==> config.mk <==
export PLATFORM = sky130hd
export DESIGN_NAME = addr_decoding
export DESIGN_NICKNAME = d
export VERILOG_FILES = /design/src/rtl/addr_decoding_pkg.sv /design/src/rtl/addr_decoding_err_capture.sv /design/src/rtl/addr_decoding.sv
export SDC_FILE = /design/constraint.sdc
export NUM_CORES = 1
export LEC_CHECK = 0
export CAP_MARGIN = 20
export CELL_PAD_IN_SITES_DETAIL_PLACEMENT = 0
export CELL_PAD_IN_SITES_GLOBAL_PLACEMENT = 1
export CORE_UTILIZATION = 19
export DETAILED_ROUTE_END_ITERATION = 8
export GPL_ROUTABILITY_DRIVEN = 0
export PLACE_DENSITY = 0.84
export SYNTH_ARGS = -nofsm -noshare
export SYNTH_HDL_FRONTEND = slang
export SYNTH_HIERARCHICAL = 1
export SYNTH_SLANG_ARGS = --single-unit
==> constraint.sdc <==
create_clock -name vclk -period 2.2
set_input_delay 0.22 -clock vclk [all_inputs]
set_output_delay 0.22 -clock vclk [all_outputs]
set_load 0.01 [all_outputs]
==> src/rtl/addr_decoding_pkg.sv <==
// Shared constants and types for the data-memory address decoder.
package addr_decoding_pkg;

    localparam int unsigned ADDR_W = 32;
    localparam logic [ADDR_W-1:0] DMEM_BASE_ADDR = 32'h0000_192E;
    localparam int unsigned DMEM_DEPTH = 1024;
    localparam int unsigned ERR_CNT_W = 16;

    typedef struct packed {
        logic                 valid;
        logic [ADDR_W-1:0]    addr;
        logic                 is_write;
        logic [ERR_CNT_W-1:0] count;
    } err_state_t;

    // Inclusive unsigned window check.
    function automatic logic in_window(input logic [ADDR_W-1:0] addr,
                                       input logic [ADDR_W-1:0] first,
                                       input logic [ADDR_W-1:0] last);
        return (addr >= first) && (addr <= last);
    endfunction

endpackage

==> src/rtl/addr_decoding_err_capture.sv <==
// Out-of-range access capture: sticky first-fault record plus saturating fault counter.
module addr_err_capture
    import addr_decoding_pkg::*;
(
    input  logic                 clk_i,
    input  logic                 rst_i,
    input  logic                 err_event_i,
    input  logic [ADDR_W-1:0]    addr_i,
    input  logic                 we_i,
    input  logic                 err_clr_i,
    output logic                 err_valid_o,
    output logic [ADDR_W-1:0]    err_addr_o,
    output logic                 err_is_write_o,
    output logic [ERR_CNT_W-1:0] err_count_o
);

    err_state_t err_q, err_d;

    always_comb begin
        err_d = err_q;
        // Clear beats a simultaneous event; that event is dropped.
        if (err_clr_i) begin
            err_d = '0;
        end else if (err_event_i) begin
            if (!err_q.valid) begin
                err_d.valid    = 1'b1;
                err_d.addr     = addr_i;
                err_d.is_write = we_i;
            end
            if (err_q.count != {ERR_CNT_W{1'b1}}) begin
                err_d.count = err_q.count + 1'b1;
            end
        end
    end

    always_ff @(posedge clk_i) begin
        if (rst_i) begin
            err_q <= '0;
        end else begin
            err_q <= err_d;
        end
    end

    assign err_valid_o    = err_q.valid;
    assign err_addr_o     = err_q.addr;
    assign err_is_write_o = err_q.is_write;
    assign err_count_o    = err_q.count;

endmodule

==> src/rtl/addr_decoding.sv <==
// Combinational data-memory window decoder with optional error capture
// (enabled by defining ADDR_DECODE_ERR_CAPTURE_EN).
module addr_decoding
    import addr_decoding_pkg::*;
#(
    parameter logic [ADDR_W-1:0] BASE_ADDR = DMEM_BASE_ADDR,
    parameter int unsigned       DEPTH     = DMEM_DEPTH
) (
    input  logic              clk,
    input  logic              rst,
    input  logic [ADDR_W-1:0] address,
    input  logic              WE,
    input  logic              access_valid,
    input  logic              err_clr,
    output logic              CS,
    output logic              iWE,
    output logic [ADDR_W-1:0] iAddress
`ifdef ADDR_DECODE_ERR_CAPTURE_EN
    ,
    output logic                 err_valid,
    output logic [ADDR_W-1:0]    err_addr,
    output logic                 err_is_write,
    output logic [ERR_CNT_W-1:0] err_count
`endif
);

    localparam logic [ADDR_W-1:0] LastAddr = BASE_ADDR + ADDR_W'(DEPTH) - 32'd1;

    always_comb begin
        CS       = in_window(address, BASE_ADDR, LastAddr);
        iWE      = WE & CS;
        iAddress = CS ? (address - BASE_ADDR) : '0;
    end

`ifdef ADDR_DECODE_ERR_CAPTURE_EN
    addr_err_capture u_err_capture (
        .clk_i          (clk),
        .rst_i          (rst),
        .err_event_i    (access_valid & ~CS),
        .addr_i         (address),
        .we_i           (WE),
        .err_clr_i      (err_clr),
        .err_valid_o    (err_valid),
        .err_addr_o     (err_addr),
        .err_is_write_o (err_is_write),
        .err_count_o    (err_count)
    );
`else
    // Capture logic absent; these inputs are kept only for a stable interface.
    logic unused_ports;
    assign unused_ports = ^{clk, rst, access_valid, err_clr};
`endif

endmodule

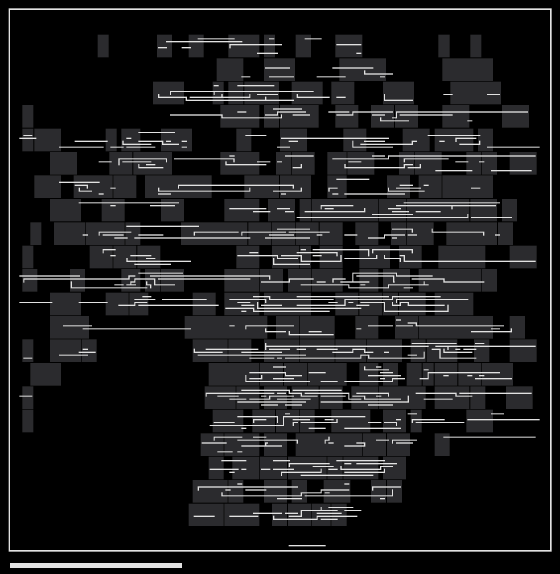
run_1/layer_met1.png
Bar = 20 µm. Cells faint in the background.
main direction: horizontal
wire length on this layer: 1490 µm
wire length after detailed routing: 3.53 mm
total via count after detailed routing: 1196
met1 Track Usage GR: 0.197

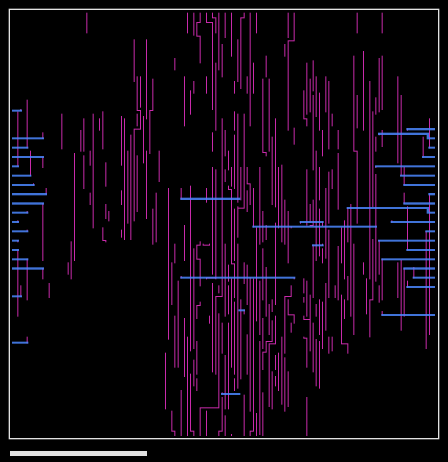
run_1/wires.png
Bar = 20 µm. Only two layers are drawn.
| layer | color | wire length |
|---|---|---|
| metal 2 | magenta | 1830 µm |
| metal 3 | blue | 191 µm |
overall fraction of global-route tracks in use: 0.168
wire per inst: 14.1 µm

==> reports/writeup.txt, run 1 <==
sky130_fd_sc_hd__buf_4 takes more of the synthesized area than any other cell. In the final report, the number of hold violations comes to 0. The analysis attributes to cell leakage a power of 0.834 nW. Buffering stage count on the worst path with inverters included: 2.

With the fraction of the core area occupied by cells at floorplan at 0.203, the mean post-synth cell area is 6.92 µm². The design has 0 sequential cells. The run gives 6 as the number of warning messages in the yosys log. Standard cell with the maximum stage delay on the critical path: sky130_fd_sc_hd__or4_4. In this design, the largest share of critical-path delay is due to simple AND/OR/NAND/NOR gates.

Kind of start point of the critical path: an input port. Across the whole layout, storage elements account for 0 µm². The run gives 1247 as the via count of the first global-routing pass. Initial antenna violation count: 0.

In this design, the stage delay of the slowest critical-path cell is 0.56 ns. The height of the die is 62.7 µm, and the total die area is 0.00393 mm². Yosys reports a chip area of 699 µm². The most critical setup path has its startpoint at address[13].

In the final timing run, aggregate negative setup slack is -0.0540 ns. The via count normalized by instance count came out at 4.76. Nets still carrying antenna violations after routing amount to 0. The timing-limited maximum frequency is 444 MHz, and the data required time of the worst path is 1.98 ns. For the antenna diode count, the log shows 0. By count the netlist is led by sky130_fd_sc_hd__nor3_1 (12), sky130_fd_sc_hd__buf_4 (11), sky130_fd_sc_hd__xnor2_1 (6). The count of cells in the finished layout, fillers not included, comes to 251. Fraction of final layout cells sized beyond drive strength 1: 0.605. By startpoint and endpoint, the worst setup path is classified as in2out. IR analysis of the VDD net gives a maximum drop of 0.0447 mV. The number of input and output port buffers inserted was 56.

The count of different cell masters after synthesis is 38, and the pin count of the biggest net entering global routing is 11. The report lists the power per cell area as 121 mW/mm². The post-synthesis cell type with the largest instance count is sky130_fd_sc_hd__nor3_1. Global routing finished with a remaining overflow of 0.

The number of DRC markers in iteration 0 was 27; the signal arrival time at the worst endpoint was 2.03 ns. The overall power after layout was 0.221 mW; the shortest period the worst path allows was 2.25 ns. The final-report setup violation count was 1; the worst-path maximum fanout was 4. Area added between synthesis and finish: 160%. The most used logic cell in the final layout was sky130_fd_sc_hd__buf_4. The run gives 6 for the number of stages on the worst setup path. The run gives 0 for the number of pins with negative max-slew slack in the final report.

The main area contributors are sky130_fd_sc_hd__buf_4 (12%), sky130_fd_sc_hd__nor3_1 (8.6%), sky130_fd_sc_hd__xnor2_1 (7.5%). In this run the tools logged warnings totalling 39. The sequential area share after synthesis was 0. The global-route wire length before repair was 5.60 mm.

The cell count after synthesis is 101. The script parses the final routing iteration and logs DRC violations as 0. After synthesis the cells add up to 699 µm². Area share of the largest cell type after synthesis: 0.118. According to the hold report, the worst path is of the in2out type. The tools report the destination of the critical timing path as iAddress[21]. For the sum of net half-perimeters after detailed placement, the log shows 2.42 mm.

The checks that failed: negative setup slack. The dominant cell type by count on the critical path is sky130_fd_sc_hd__or3_4. For this run, the detailed router's first-pass iteration total came to 4. Leaving out fill and tap cells, the most frequent cells in the layout are sky130_fd_sc_hd__buf_4 (44), sky130_fd_sc_hd__buf_2 (24), sky130_fd_sc_hd__dlygate4sd2_1 (14). The post-layout period usage of the worst path was 1.02; the post-layout net count was 245.

The flow ran to the end, but the final reports show violations. At the placement stage, the worst setup path has a slack of -0.852 ns. The floorplan step set the die width to 62.7 µm. The report gives the cell count of the worst hold path as 5.

The worst setup slack after layout is -0.0540 ns. Including well taps, the total number of placed cells is 238. The signal on the critical path passes through buf_6 -> or4_4 -> or3_4 -> or3_4 -> a311oi_2 -> buf_2.

The capturing element type of the critical path was an output pin. The floorplan report gives the top-level pin count as 71. In the final layout, the clock buffer count is 0. The logs give 0 for the number of max-cap violations and 0 for the number of buffers inserted for hold repair after clock tree synthesis. The number of standard cells reported by yosys came out at 101. Setup repair after global routing could not meet its margin everywhere.
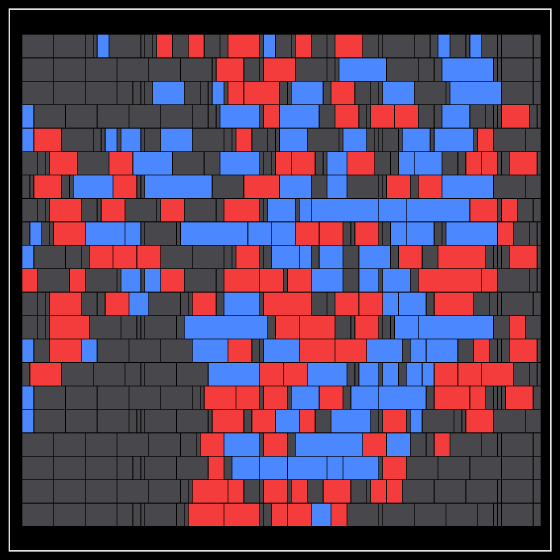
run_1/placement_by_type.png
Fill, decap, tap and diode cells in gray.
| class | color | cells | share of their area |
|---|---|---|---|
| combinational and other logic | blue | 94 | 50% |
| other buffers and delay cells | red | 111 | 50% |
site row count: 21
utilization after layout: 0.529
core region area: 0.00344 mm²

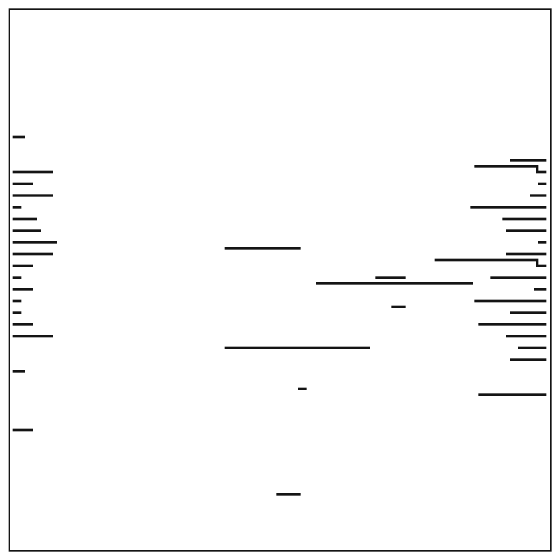
run_1/layer_met3.png
nets with wire on the layer: 42
wire length on this layer: 191 µm
longest straight run: 17.9 µm
main direction: horizontal
fraction of met3 tracks used by global routing: 0.0182

==> run 1: cell families after synthesis <==
family / Yosys count / synth area share
adders and majority gates: 1 / 0.0179
buffers and inverters: 17 / 0.170
and+or+nand+nor: 46 / 0.388
xor gates and xnor gates: 7 / 0.0877
other: 1 / 0.00536
AOI/OAI and AO/OA: 29 / 0.331
==> run 1: through the flow <==
step | area (µm²) | hold WS, ns
3_5_place_dp | 1560 | 1.46
2_1_floorplan | 737 | 0.494
5_1_grt | 1820 | 0.963
6_report | 1820 | 0.940
3_3_place_gp | 1560 | 1.44
4_1_cts | 1730 | 0.918
==> run 1: metal layers <==
metal / vias up / track usage / share of wire
li1: 587 / - / -
met1: 555 / 0.197 / 0.42
met2: 51 / 0.325 / 0.52
met3: 3 / 0.0182 / 0.054
met4: 0 / 0.0291 / 0.0079
met5: - / 0 / 0
==> run 1: cell type report <==
cell class / instances / area [µm²]
fill: 324 / 1620
timing repair buffer: 111 / 886
multi-input combinational: 94 / 878
tap: 46 / 57.6
==> run 1: power by group <==
part / leakage [nW] / internal, mW / total, mW / switching (mW)
Sequential: 0 / 0 / 0 / 0
Combinational: 0.834 / 0.116 / 0.221 / 0.104
Clock: 0 / 0 / 0 / 0
Total: 0.834 / 0.116 / 0.221 / 0.104
==> run 1: worst min path at each step <==
stage,start,slack (ns),end
2_1_floorplan,address[1],0.49,iAddress[1]
3_3_place_gp,WE,1.44,iWE
3_5_place_dp,address[0],1.46,iAddress[0]
4_1_cts,address[14],0.92,iAddress[15]
5_1_grt,address[14],0.96,iAddress[17]
6_report,address[21],0.94,iAddress[21]
==> run 1: repair_timing <==
action | CTS | global route
setup endpoints to repair | 23 | 21
pin swaps | 20 | 21
setup buffers | 8 | 5
resized | 172 | 23
--- run 2 (diff from run 1) ---
- MAX_ROUTING_LAYER: not set -> met4
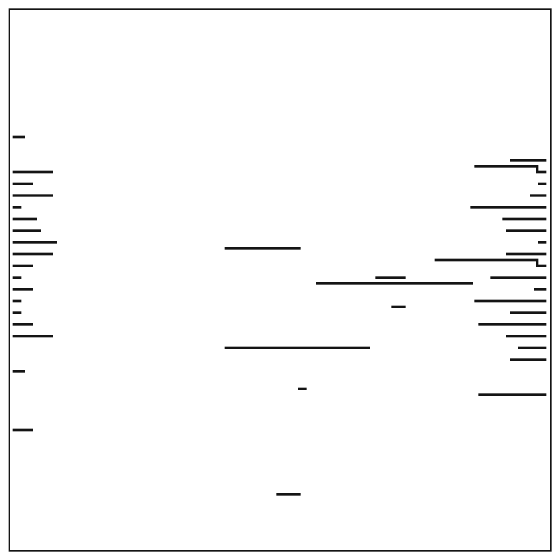
run_2/layer_met3.png
longest straight run: 17.9 µm
share of all routed wire: 5.4%
main direction: horizontal
nets with wire on the layer: 42
wire length on this layer: 191 µm
wire length after detailed routing: 3.53 mm

==> run 2 against run 1 <==
  * The flow still finishes with violations (negative setup slack)
  * Synthesized cell count unchanged
  * Die area is the same
  * Wire length about the same
  * Sequential cell count is the same
  * Critical path type unchanged
==> reports/writeup.txt, run 2 <==
The run finished, with violations left. The final reports fail on negative setup slack. The worst setup path is launched from an input port. Per the layout report, the design carries 0 clock buffers.

The run gives 0.104 mW for the switching power of the nets. The tools report the internal power component as 0.116 mW. The run gives 699 µm² for the synthesis area per yosys. By area the synthesized netlist is led by sky130_fd_sc_hd__buf_4 (12%), sky130_fd_sc_hd__nor3_1 (8.6%), sky130_fd_sc_hd__xnor2_1 (7.5%). The worst setup path is captured at an output pin. The total number of vias was 1196; the sum of net half-perimeters after detailed placement was 2.42 mm. The analysis reports a worst IR drop on VDD of 0.0446 mV.

The tools report the sum of overflow across all layers after global routing as 0. In the final report, the number of hold violations comes to 0. With the fraction of the core area occupied by cells at floorplan at 0.203, the number of input and output port buffers inserted is 56. The die span in x is 62.7 µm.

Standard cell with the maximum stage delay on the critical path: sky130_fd_sc_hd__or4_4. The timing-limited maximum frequency is 444 MHz. Among cell families on the critical path, the largest total delay comes from simple AND/OR/NAND/NOR gates.

The run gives 0 for the number of sequential cells in the layout. The most used logic cell in the final layout was sky130_fd_sc_hd__buf_4. The worst setup slack after layout came out at -0.0540 ns. Worst-path maximum fanout: 4.

Setup repair after global routing could not meet its margin everywhere. Summed negative setup slack over all endpoints: -0.0540 ns. The mean post-synth cell area was 6.92 µm²; the part of the power in combinational logic was 1.000. The tools report the routed metal-1 wirelength as 1.48 mm. The core region is 0.00344 mm². The worst setup path is of the in2out kind. The highest layer touched by signal routing is met4. With the number of DRC markers in iteration 0 at 29, the remaining design rule violation count is 0. The run gives 0 for the initial antenna violation count. The run gives 2.25 ns for the shortest period the worst path allows. The antenna violation net count after detailed routing is 0, and the total die area is 0.00393 mm². The run gives 0 as the number of pins with negative max-slew slack in the final report.

Peak per-stage delay on the critical path: 0.56 ns. The detailed router reports a met3 wire length of 190 µm. 71 I/O pins were placed. The run gives 1 as the final-report setup violation count. Entering global routing, the biggest net connects 11 pins. For the number of max-cap violations, the log shows 0. Path category of the worst min-delay check: in2out.

By count the netlist is led by sky130_fd_sc_hd__nor3_1 (12), sky130_fd_sc_hd__buf_4 (11), sky130_fd_sc_hd__xnor2_1 (6). The post-layout period usage of the worst path was 1.02; the count of different cell masters after synthesis was 38. With the number of standard cells reported by yosys at 101, the via count of the first global-routing pass is 1246. The script reports the combined buffer and inverter count of the critical path as 2. The number of OpenROAD warnings works out to 39. Counting stages on the worst path, the most repeated cell is sky130_fd_sc_hd__or3_4.

Looking at the gate-level netlist, the highest instance count belongs to sky130_fd_sc_hd__nor3_1. The run gives 1.82 mm for the routed length on met2. The tools report the leakage power summed over all cells as 0.834 nW.

The critical path goes through buf_6 -> or4_4 -> or3_4 -> or3_4 -> a311oi_2 -> buf_2. The fraction of final layout cells sized beyond drive strength 1 was 0.605. With the cell count after synthesis at 101, the register area is 0 µm². The run gives 62.7 µm for the height of the die.
==> run 2: cell counts in the layout (fill, tap and decap cells not counted) <==
Identical to the previous run, type by type.
==> run 2: cell type report <==
class / instances / area [µm²]
fill: 324 / 1620
timing repair buffer: 111 / 886
multi-input combinational: 94 / 878
tap: 46 / 57.6
==> run 2: kinds of logic after synthesis <==
logic type,count (synthesis),share of synthesized area
other,1,0.00536
adder cells (fa/ha/maj),1,0.0179
AND/OR/NAND/NOR,46,0.388
AND-OR/OR-AND,29,0.331
XOR/XNOR,7,0.0877
buffers and inverters,17,0.170
==> run 2: worst paths after layout <==
kind / from / end / slack [ns] / depth (start not counted)
max: address[13] / iAddress[21] / -0.05 / 6
min: address[21] / iAddress[21] / 0.94 / 5
==> run 2: what timing repair did <==
item | CTS | global route
resized | 172 | 23
hold endpoints to repair | 0 | 0
buffers inserted | 8 | 5
setup endpoints to repair | 23 | 21
cloned | 0 | 0
pin swaps | 20 | 21
==> run 2: power by group through the flow <==
stage          logic, mW  clock network (mW)  registers (mW)
6_report           0.221                   0               0
5_1_grt            0.236                   0               0
4_1_cts            0.207                   0               0
3_5_place_dp       0.193                   0               0
3_3_place_gp       0.188                   0               0
2_1_floorplan     0.0771                   0               0
==> run 2: metrics by stage <==
step / area, µm² / util / setup slack, ns / hold WS, ns / instances
2_1_floorplan: 737 / - / 0.0622 / 0.494 / 111
3_3_place_gp: 1560 / 0.454 / -0.819 / 1.44 / 238
3_5_place_dp: 1560 / 0.454 / -0.852 / 1.46 / 238
4_1_cts: 1730 / 0.501 / -0.0392 / 0.918 / 246
5_1_grt: 1820 / 0.529 / -0.0990 / 0.963 / 251
6_report: 1820 / 0.529 / -0.0540 / 0.940 / 251
No activity file was given, so power comes from the tool's default toggle rates.
